==> config.mk <==
export PLATFORM = sky130hd
export DESIGN_NAME = two_of_five_serial_tx
export DESIGN_NICKNAME = d
export VERILOG_FILES = /design/src/rtl/two_of_five_pkg.sv /design/src/rtl/two_of_five_serial_tx_bit_timer.sv /design/src/rtl/two_of_five_serial_tx.sv
export SDC_FILE = /design/constraint.sdc
export NUM_CORES = 1
export LEC_CHECK = 0
export CAP_MARGIN = 20
export CELL_PAD_IN_SITES_DETAIL_PLACEMENT = 1
export CELL_PAD_IN_SITES_GLOBAL_PLACEMENT = 2
export CORE_UTILIZATION = 30
export CTS_CLUSTER_DIAMETER = 60
export DETAILED_ROUTE_END_ITERATION = 12
export GPL_ROUTABILITY_DRIVEN = 0
export GPL_TIMING_DRIVEN = 0
export PLACE_DENSITY = 0.74
export SETUP_SLACK_MARGIN = 0.15
export SYNTH_ARGS = -nofsm -noshare
export SYNTH_HDL_FRONTEND = slang
export SYNTH_SLANG_ARGS = --single-unit
==> constraint.sdc <==
create_clock -name clk -period 3.55 [get_ports clk]
set_input_delay 0.71 -clock clk [delete_from_list [all_inputs] [get_ports clk]]
set_output_delay 0.71 -clock clk [all_outputs]
set_load 0.01 [all_outputs]
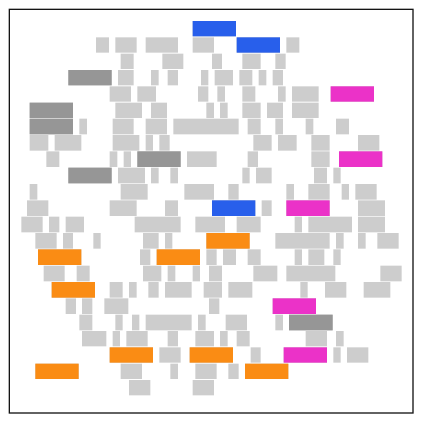
Fig. 1. Sequential cells colored by netlist name (run 1).
(6 px per um)
Magenta is `shift_reg`, sequential cells 5. Blue is `bit_idx`, sequential cells 3. Orange is `err_count`, sequential cells 8.
Another 6 sequential cells are not colored.
fraction of area in registers: 0.263
register area: 440 sq um
sequential logic power: 0.304 mW

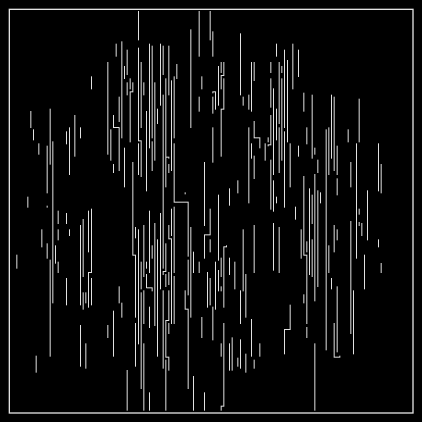
Fig. 2. Signal wires on met2 (run 1).
(6 px per um)
The layer carries 1610 um of wire. The layer holds 49% of the routed length. The longest straight run is 36.7 um.
final WL: 3.27 mm
GR Util met2: 0.279
via count: 1105

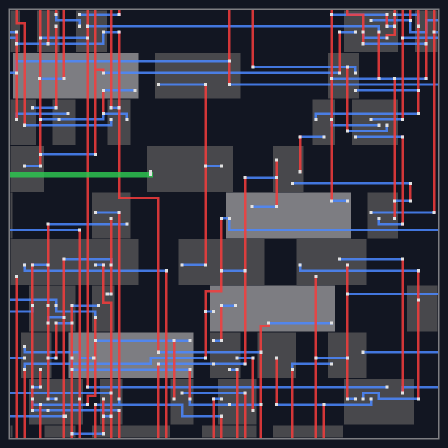
Fig. 3. Layout detail (run 1).
Window x 21 to 46, y 21 to 46 um. Cells in gray, sequential cells in the stronger gray; small squares are vias.
Blue is M1. Red is M2. Green is M3.
Most frequent: dfxtp_1 (4), a21oi_1 (3), clkbuf_8 (3). Sequential cells in the window: 4. 31 logic cells have their middle in the window.

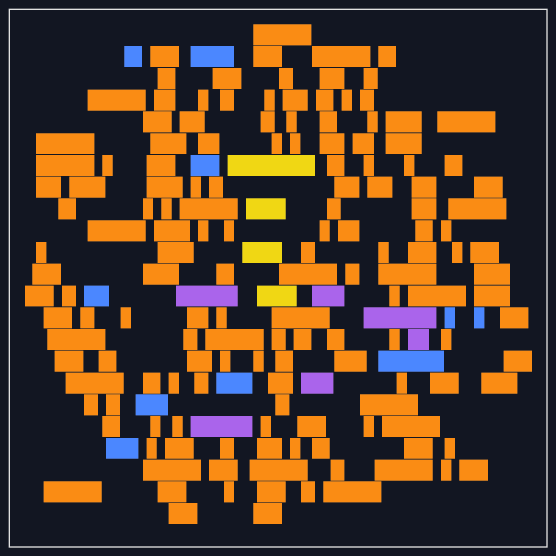
Fig. 4. Cells by drive strength (run 1).
(8 px per um)
Yellow is x6 and larger, cells 4, share 2.4%, most used clkbuf_8. Orange is x1 and smaller, cells 150, share 88%, most used dfxtp_1. Blue is x2, cells 10, share 5.9%. Purple is x3 and x4, cells 6, share 3.5%, most used nor4_4.
Design Area, Final: 1670 sq um
slack of the critical path: 0.567 ns

==> out/summary.txt, run 1 <==
status = finished clean
Largest register FFs = 8
Pre-Repair DR Iteration Count = 4
antenna violations before repair = 0
Setup Skew = 0.00291 ns
Yosys cell types = 41
placed insts = 216
Iter 0 DRT Violations = 25
M1 GR Usage = 0.204
PwrDens = 531 nW/um^2
ys flop type = dfxtp_1
critical path type = in2reg
Comb pwr share = 0.387
P_int = 0.598 mW
Chip Width = 67.0 um
DIE HEIGHT = 67.0 um
Post-DP HPWL = 2.40 mm
multi-input logic area = 815 sq um
total congestion overflow = 0
global route hottest layer = met2
endpoints failing hold = 0
run 1: cell usage in the layout, fill, tap and decap left out, types with 2 or more instances in the layout:
| master | instances |
|---|---|
| mux2i_1 | 6 |
| nand3_1 | 2 |
| clkbuf_1 | 4 |
| nor4_4 | 2 |
| nor3_1 | 2 |
| o21ai_0 | 7 |
| and2_1 | 4 |
| a2111oi_0 | 2 |
| clkbuf_8 | 3 |
| inv_2 | 2 |
| nand2_1 | 7 |
| nor2_1 | 15 |
| or3_1 | 3 |
| mux2_2 | 2 |
| nor2b_1 | 7 |
| a21oi_1 | 9 |
| clkdlybuf4s50_1 | 17 |
| nor3b_1 | 2 |
| a41oi_1 | 2 |
| dlymetal6s2s_1 | 3 |
| inv_1 | 12 |
| dfxtp_1 | 22 |
| ha_1 | 8 |
run 1: cell type report:
| type | count | share of cell area |
|---|---|---|
| Multi-Input combinational cell | 105 | 0.487 |
| Clock buffer | 3 | 0.0247 |
| Timing Repair Buffer | 20 | 0.124 |
| Sequential cell | 22 | 0.263 |
| Buffer | 5 | 0.0135 |
| Tap cell | 50 | 0.0374 |
| Clock inverter | 1 | 0.0180 |
| Inverter | 14 | 0.0314 |
run 1: critical path, stage by stage:
cell	delay (ns)
dlymetal6s2s_1	0.11
inv_1	0.07
fa_1	0.55
inv_2	0.05
fa_2	0.40
ha_4	0.28
or3b_4	0.40
nor2b_1	0.13
buf_4	0.17
mux2i_1	0.20
nor2_1	0.06
run 1: what timing repair did:
item,in CTS,in global routing
resized,3,12
pin swaps,0,3
endpoints found under the setup margin,6,12
hold endpoints to repair,0,0
hold buffers,0,0
run 1: cell usage after synthesis, types with 3 or more instances:
| cell | n |
|---|---|
| a21oi_1 | 9 |
| and2_1 | 4 |
| ha_1 | 9 |
| mux2i_1 | 6 |
| nor2b_1 | 7 |
| inv_1 | 14 |
| nand2_1 | 7 |
| dfxtp_1 | 22 |
| clkbuf_1 | 4 |
| or3_1 | 3 |
| nor2_1 | 15 |
| nor4_1 | 3 |
| o21ai_0 | 7 |
run 1: per-layer routing:
layer  routed length [um]  vias up  part of all wire
li1                     -      559                 -
met1                 1560      534              0.48
met2                 1610       10              0.49
met3                   82        2             0.025
met4                   20        0            0.0061
met5                    0        -                 0
run 1: logic make-up (layout without fill, tap and decap cells):
family,count (synthesis),after routing,share of synthesized area
compound gates,29,29,0.154
xor+xnor,2,2,0.0138
fa+ha+maj,11,11,0.120
buf+inv,19,43,0.0572
flops,22,22,0.347
mux,8,8,0.0651
simple gates,55,55,0.243
run 1: power groups by stage:
stage          Clock [mW]  Combinational (mW)  Sequential (mW)
6_report            0.239               0.343            0.304
5_1_grt             0.255               0.379            0.309
4_1_cts             0.243               0.328            0.305
3_5_place_dp            0               0.319            0.310
3_3_place_gp            0               0.305            0.307
2_1_floorplan           0               0.197            0.310
run 1: metrics by stage:
| stage | setup TNS [ns] | cell area [sq um] | power, mW |
|---|---|---|---|
| finish | 0 | 1670 | 0.887 |
| global route | 0 | 1670 | 0.943 |
| CTS | 0 | 1610 | 0.876 |
| detailed placement | -1.48 | 1530 | 0.629 |
| global placement | -0.843 | 1530 | 0.612 |
| floorplan | 0 | 1270 | 0.508 |
## Run 2: what changed since run 1
--- a/config.mk
+++ b/config.mk
@@ -8,12 +8,12 @@
 export CAP_MARGIN = 20
 export CELL_PAD_IN_SITES_DETAIL_PLACEMENT = 1
 export CELL_PAD_IN_SITES_GLOBAL_PLACEMENT = 2
-export CORE_UTILIZATION = 30
+export CORE_UTILIZATION = 28
 export CTS_CLUSTER_DIAMETER = 60
 export DETAILED_ROUTE_END_ITERATION = 12
 export GPL_ROUTABILITY_DRIVEN = 0
 export GPL_TIMING_DRIVEN = 0
-export PLACE_DENSITY = 0.74
+export PLACE_DENSITY = 0.73
 export SETUP_SLACK_MARGIN = 0.15
 export SYNTH_ARGS = -nofsm -noshare
 export SYNTH_HDL_FRONTEND = slang
==> constraint.sdc (replaced) <==
create_clock -name clk -period 2.5 [get_ports clk]
set_input_delay 0.5 -clock clk [delete_from_list [all_inputs] [get_ports clk]]
set_output_delay 0.5 -clock clk [all_outputs]
set_load 0.01 [all_outputs]
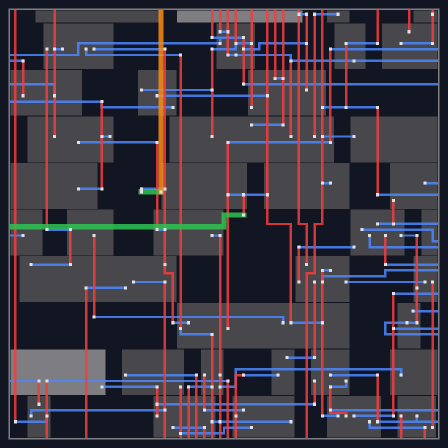
Fig. 5. Layout detail (run 2).
Window x 22 to 47, y 22 to 47 um. Cells in gray, sequential cells in the stronger gray; small squares are vias.
Green is M3. Red is M2. Blue is M1. Orange is M4.
Sequential cells in the window: 1. 29 logic cells have their middle in the window.

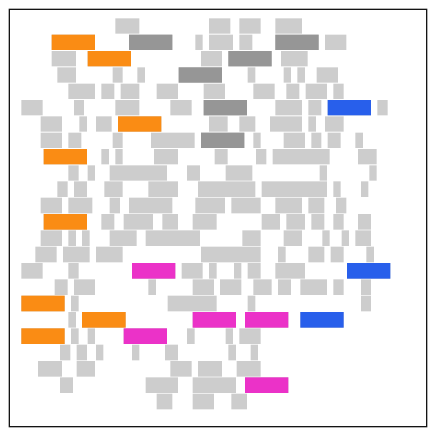
Fig. 6. Sequential cells colored by netlist name (run 2).
(6 px per um)
Orange is `err_count`, sequential cells 8. Blue is `bit_idx`, sequential cells 3. Magenta is `shift_reg`, sequential cells 5, where south.
fraction of area in registers: 0.239
Finished Core Util: 0.422
sequential logic power: 0.434 mW

==> run 2 against run 1 <==
Net effect:
- the run now ends with setup timing left
- clock power increased by 42%
- hold slack got worse by 0.0045 ns
- clock skew decreased by 0.00073 ns
- global-route usage decreased by 0.90 points
- largest cell class unchanged
- die size increased by 6.9%
- core utilization increased by 0.75 points
- sequential power increased by 43%
- highest routed layer unchanged
==> out/summary.txt, run 2 <==
status = complete, but fails checks
failing checks = setup timing
Chip Width = 69.3 um (+3.4%)
top logic cells by instance count in the layout = dfxtp_1 (22), clkdlybuf4s50_1 (17), nor2_1 (14), inv_1 (10), a21oi_1 (8)
cells along the critical path = buf_8, inv_4, fa_1, inv_2, fa_2, ha_4, or3b_4, buf_12, nand2_8, nor4_2, mux2_2
DIE HEIGHT = 69.3 um (+3.4%)
final setup vio count = 15
Setup Skew = 0.00217 ns (-0.000733 ns)
Yosys top cell by instances = dfxtp_1
slack of the critical path = -0.126 ns (-0.692 ns)
total congestion overflow = 0 (unchanged)
CP top delay family = adder cells
Pre-Repair DR Iteration Count = 4 (unchanged)
CTS Hold Bufs = 0 (unchanged)
critical path type = in2reg
most frequent logic cell in the layout = dfxtp_1
placed inst area = 1590 sq um (+4.1%)
register area = 440 sq um (unchanged)
PwrDens = 784 nW/um^2 (+48%)
Largest register FFs = 8 (unchanged)
Design Area, Final = 1840 sq um (+10%)
Post-DP HPWL = 2.60 mm (+8.4%)
ys flop type = dfxtp_1
Post-synth top cells = dfxtp_1 (22), nor2_1 (15), inv_1 (14)
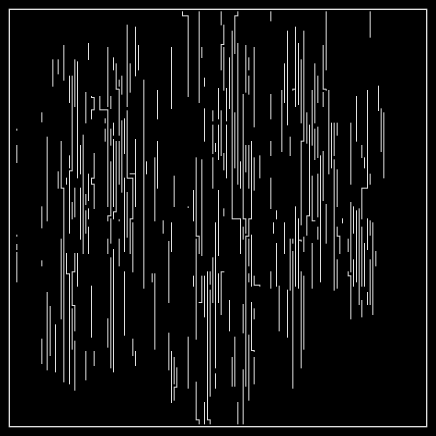
Fig. 7. Signal wires on met2 (run 2).
(6 px per um)
The longest straight run is 34.7 um. The wires run mostly vertical. 183 nets have wire on it. The layer carries 1960 um of wire. The layer holds 55% of the routed length.
final WL: 3.56 mm
via count: 1161
GR Util met2: 0.304

-- run 2: cell count changes in the layout (fill, tap and decap cells not counted), sizes merged --
| cell | delta |
|---|---|
| buf | +9 |
| dlymetal6s2s | -3 |
-- run 2: area by class of cell --
class / count / area share
Timing Repair Buffer: 26 / 0.146
Sequential cell: 22 / 0.239
Tap cell: 52 / 0.0354
Buffer: 5 / 0.0150
Clock buffer: 3 / 0.0224
Clock inverter: 1 / 0.0163
Multi-Input combinational cell: 105 / 0.491
Inverter: 14 / 0.0340
-- run 2: timing repair --
action | 4_1_cts | 5_1_grt
endpoints found under the setup margin | 18 | 17
resized | 25 | 15
buffers inserted | 2 | 4
pin swaps | 6 | 6
-- run 2: logic make-up (layout without fill, tap and decap cells) --
group           Yosys count  after routing  share of synthesized area
compound gates           29             29                      0.154
xor+xnor                  2              2                     0.0138
fa+ha+maj                11             11                      0.120
buf+inv                  19             49                     0.0572
flops                    22             22                      0.347
mux                       8              8                     0.0651
simple gates             55             55                      0.243
-- run 2: routing by layer --
metal,vias up,track usage,part of all wire
li1,568,-,-
met1,580,0.157,0.42
met2,11,0.304,0.55
met3,2,0.0305,0.019
met4,0,0.0340,0.0059
met5,-,0,0
-- run 2: metrics by stage --
stage	power, mW	setup TNS (ns)	cells
floorplan	0.763	-1.60	146
global placement	0.918	-13.77	218
detailed placement	0.940	-14.51	218
CTS	1.34	-1.55	224
global route	1.54	-2.12	228
finish	1.44	-1.05	228
-- run 2: power breakdown --
group | internal, mW | switching [mW] | leakage [nW] | total, mW
Clock | 0.214 | 0.126 | 0.0357 | 0.340
Combinational | 0.361 | 0.307 | 0.434 | 0.668
Sequential | 0.396 | 0.0378 | 0.179 | 0.434
Total | 0.971 | 0.471 | 0.649 | 1.44
Power figures rest on the tool's default switching activity, not on a simulated workload.
